Fig. 1: congestion heat map
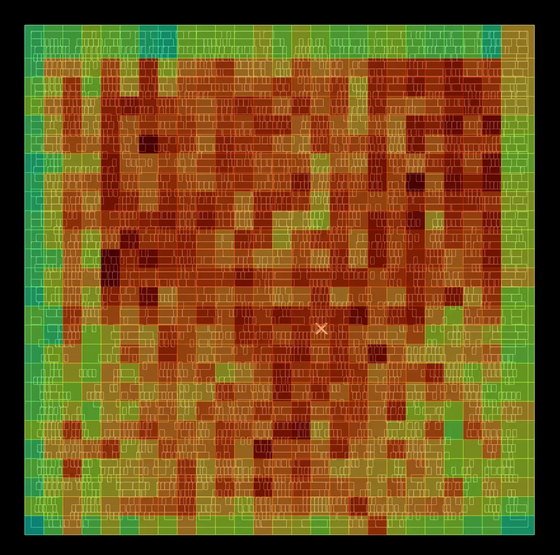
Fig. 2: M4 wires
Supply wires on this layer in gray.
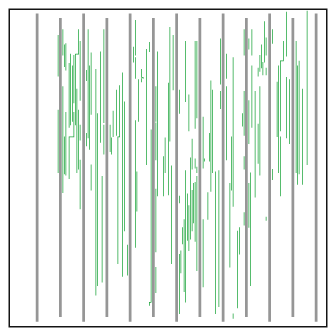
Fig. 3: met2 routing
Cells faint in the background.
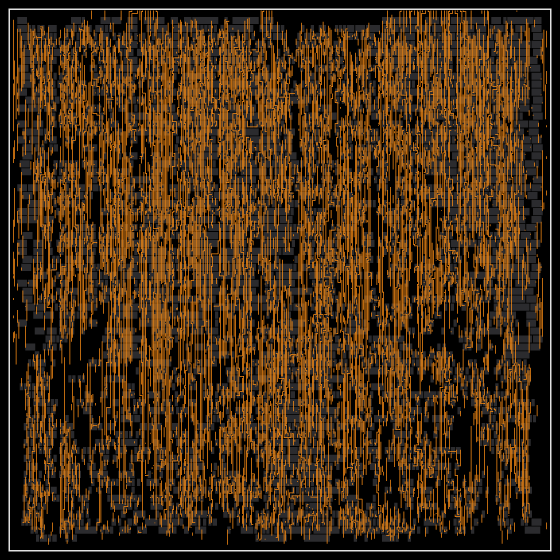
File: src/rtl/muldiv_pkg.sv
// muldiv_pkg: shared op/state encodings and sizing for the multiply/divide sequencer
package muldiv_pkg;
  localparam int MD_WIDTH = 32;
  localparam int CNT_W = $clog2(MD_WIDTH);
  typedef enum logic [1:0] {OP_MULTU = 2'b00, OP_MULT = 2'b01, OP_DIVU = 2'b10, OP_DIV = 2'b11} op_e;
  typedef enum logic [1:0] {IDLE, RUN, FIXUP} state_e;
endpackage

File: src/rtl/mul_div_step.sv
// mul_div_step: one shift-add multiply or restoring-divide iteration on {acc_hi, acc_lo}
module mul_div_step #(
  parameter int WIDTH = 32
) (
  input  logic             div,
  input  logic [WIDTH-1:0] acc_hi,
  input  logic [WIDTH-1:0] acc_lo,
  input  logic [WIDTH-1:0] operand,
  output logic [WIDTH-1:0] nxt_hi,
  output logic [WIDTH-1:0] nxt_lo
);
  logic [WIDTH:0] sum, rs;
  logic [WIDTH-1:0] diff;
  logic ge;
  always_comb begin
    sum = {1'b0, acc_hi} + (acc_lo[0] ? {1'b0, operand} : '0);
    rs = {acc_hi, acc_lo[WIDTH-1]};
    ge = rs >= {1'b0, operand};
    // remainder stays below the divisor, so the low WIDTH bits of the difference are exact
    diff = rs[WIDTH-1:0] - operand;
    nxt_hi = div ? (ge ? diff : rs[WIDTH-1:0]) : sum[WIDTH:1];
    nxt_lo = div ? {acc_lo[WIDTH-2:0], ge} : {sum[0], acc_lo[WIDTH-1:1]};
  end
endmodule

File: src/rtl/mul_div_controller.sv
// mul_div_controller: iterative MULT/DIV sequencer owning HI/LO, with pipeline stall generation
module mul_div_controller
  import muldiv_pkg::*;
#(
  parameter int WIDTH = MD_WIDTH
) (
  input  logic             clk,
  input  logic             reset,
  input  logic             start,
  input  logic [1:0]       op,
  input  logic [WIDTH-1:0] a,
  input  logic [WIDTH-1:0] b,
  input  logic             rd_req,
  input  logic             hi_wr,
  input  logic             lo_wr,
  input  logic [WIDTH-1:0] wdata,
  output logic [WIDTH-1:0] hi,
  output logic [WIDTH-1:0] lo,
  output logic             busy,
  output logic             stall
);
  state_e state, nxt;
  logic [$clog2(WIDTH)-1:0] count;
  logic div, sa, sb, bz, last;
  logic [WIDTH-1:0] acc_hi, acc_lo, operand, step_hi, step_lo, abs_a, abs_b, fix_hi, fix_lo;
  logic [2*WIDTH-1:0] prod;
  mul_div_step #(.WIDTH(WIDTH)) u_step (
    .div(div), .acc_hi(acc_hi), .acc_lo(acc_lo), .operand(operand),
    .nxt_hi(step_hi), .nxt_lo(step_lo)
  );
  always_ff @(posedge clk or negedge reset)
    if (!reset) state <= IDLE;
    else state <= nxt;
  always_comb begin
    last = count == ($clog2(WIDTH))'(WIDTH - 1);
    nxt = state == IDLE ? (start ? RUN : IDLE) : state == RUN ? (last ? FIXUP : RUN) : IDLE;
    busy = state != IDLE;
    stall = busy & (start | rd_req | hi_wr | lo_wr);
    abs_a = op[0] && a[WIDTH-1] ? -a : a;
    abs_b = op[0] && b[WIDTH-1] ? -b : b;
    prod = sa ^ sb ? -{acc_hi, acc_lo} : {acc_hi, acc_lo};
    // divide-by-zero leaves the dividend in the remainder; only the quotient needs forcing
    fix_hi = div ? (sa ? -acc_hi : acc_hi) : prod[2*WIDTH-1:WIDTH];
    fix_lo = div ? (bz ? '1 : sa ^ sb ? -acc_lo : acc_lo) : prod[WIDTH-1:0];
  end
  always_ff @(posedge clk or negedge reset)
    if (!reset) begin
      hi <= '0;
      lo <= '0;
      count <= '0;
      div <= 1'b0;
      sa <= 1'b0;
      sb <= 1'b0;
      bz <= 1'b0;
      acc_hi <= '0;
      acc_lo <= '0;
      operand <= '0;
    end else if (state == IDLE) begin
      if (start) begin
        div <= op[1];
        sa <= op[0] & a[WIDTH-1];
        sb <= op[0] & b[WIDTH-1];
        bz <= b == '0;
        count <= '0;
        acc_hi <= '0;
        acc_lo <= op[1] ? abs_a : abs_b;
        operand <= op[1] ? abs_b : abs_a;
      end else begin
        if (hi_wr) hi <= wdata;
        if (lo_wr) lo <= wdata;
      end
    end else if (state == RUN) begin
      acc_hi <= step_hi;
      acc_lo <= step_lo;
      count <= count + 1'b1;
    end else begin
      hi <= fix_hi;
      lo <= fix_lo;
    end
endmodule

File: config.mk
export PLATFORM = sky130hd
export DESIGN_NAME = mul_div_controller
export DESIGN_NICKNAME = d
export VERILOG_FILES = /design/src/rtl/muldiv_pkg.sv /design/src/rtl/mul_div_step.sv /design/src/rtl/mul_div_controller.sv
export SDC_FILE = /design/constraint.sdc
export NUM_CORES = 1
export LEC_CHECK = 0
export ABC_AREA = 1
export CORE_MARGIN = 2
export CORE_UTILIZATION = 57
export CTS_CLUSTER_SIZE = 25
export DETAILED_ROUTE_END_ITERATION = 8
export HOLD_SLACK_MARGIN = 0.1
export PLACE_DENSITY = 0.78
export SLEW_MARGIN = 30
export SYNTH_ARGS = -nofsm -noshare
export SYNTH_HDL_FRONTEND = slang
export SYNTH_SLANG_ARGS = --single-unit
File: constraint.sdc
create_clock -name clk -period 6.14 [get_ports clk]
set_clock_uncertainty 0.2 [all_clocks]
set_input_delay 0.614 -clock clk [delete_from_list [all_inputs] [get_ports clk]]
set_output_delay 0.614 -clock clk [all_outputs]
set_load 0.03 [all_outputs]
==> run summary <==
Final instance area: 0.0210 mm2
Max_cap viols: 0
Most numerous cell on the critical path: nor2_4
Area leader share: 23.1%
Maximum clock rate: 0.260 GHz
Leak pwr: 10.7 nW
Mapped Area: 0.0186 mm2
Worst setup margin: 2290 ps
DR WL/cell: 20.4 um
DRC: 14
TNS Setup: 0 ps
Drt initial violations: 3531
Buffers inserted by post-CTS timing repair: 0
Ys flops: 171
Layout fillers: 3029
Reg clk slew, reported paths: 80 ps
Setup crit start kind: flip-flop
Worst path required time: 6310 ps
Cell area leaders: dfrtp_1 (23%), nand2_1 (21%), inv_1 (8.8%)
Fin nets: 3509
Tool warnings: 28
Final Max Tran Viols: 0
Die X: 184 um
CTS Hold Bufs: 1
Die Ht: 184 um
ClkCell Share: 2.91%
Non-Filler Instances: 3788
Min Tclk post-route: 3850 ps
Critical path class: reg2reg
Initial antenna violation count: 1
WP depth: 9
CP top delay family: simple AND/OR/NAND/NOR gates
Crit path capture: lo[13]$_DFFE_PN0P_
MI comb area: 0.0121 mm2
Dpl ws: 2180 ps
TritonCTS clock tree: built
Status: finished, violations left
Placed cell areas: 0.0204 mm2
Layout area overhead: 13.4%
Slew @ Worst Pin: 976 ps
Largest net degree at the start of global routing: 109
Non-Clock Inverter Count: 451
Failing checks: design-rule violations
Crit Path Max Fanout: 41
Clock buffers: 18
Clock buffer depth: 2
Hold EP: lo[10]$_DFFE_PN0P_
Number of enable flip-flop cells: 0
H-Tree Depth: 4
Signal buffers: 182
Clk latency late pin: 460 ps
Register area: 0.00428 mm2
Largest class: combinational gates
Drt pass-1 iters: 9
Synthesized area per cell: 5.73 um2
CTS buffer count: 17
About Fig. 1:
GR Util met1: 61.5%
GRT Max-Usage Layer: met2
M2 GR Usage: 65.5%

About Fig. 2:
wire length on this layer: 4810 um
share of all routed wire: 6.2%
nets with wire on the layer: 119

About Fig. 3:
share of all routed wire: 40%
longest straight run: 77.9 um
nets with wire on the layer: 2859
vias after detailed routing: 22.8k
final wirelength: 77.3 mm

routing by layer:
metal	vias to the layer above	wire, um	track usage [%]
li1	10552	-	-
met1	10257	30200	61.5
met2	1717	31300	65.5
met3	301	11100	10.7
met4	2	4810	23.5
met5	-	12	0
power by group:
group	internal, mW	switching (mW)	leakage, nW
logic	3.33	7.13	8.39
registers	1.72	1.09	2.01
clock network	0.594	0.550	0.300
total	5.64	8.77	10.7
cells by family after synthesis:
logic type	count (synthesis)	synth area share, %
adder cells (fa/ha/maj)	72	4.93
AND/OR/NAND/NOR	1887	42.8
flip-flops	171	23.1
buffers and inverters	561	11.8
XOR/XNOR	61	2.88
AND-OR/OR-AND	490	14.6
Power is estimated from default activity; no workload was simulated.
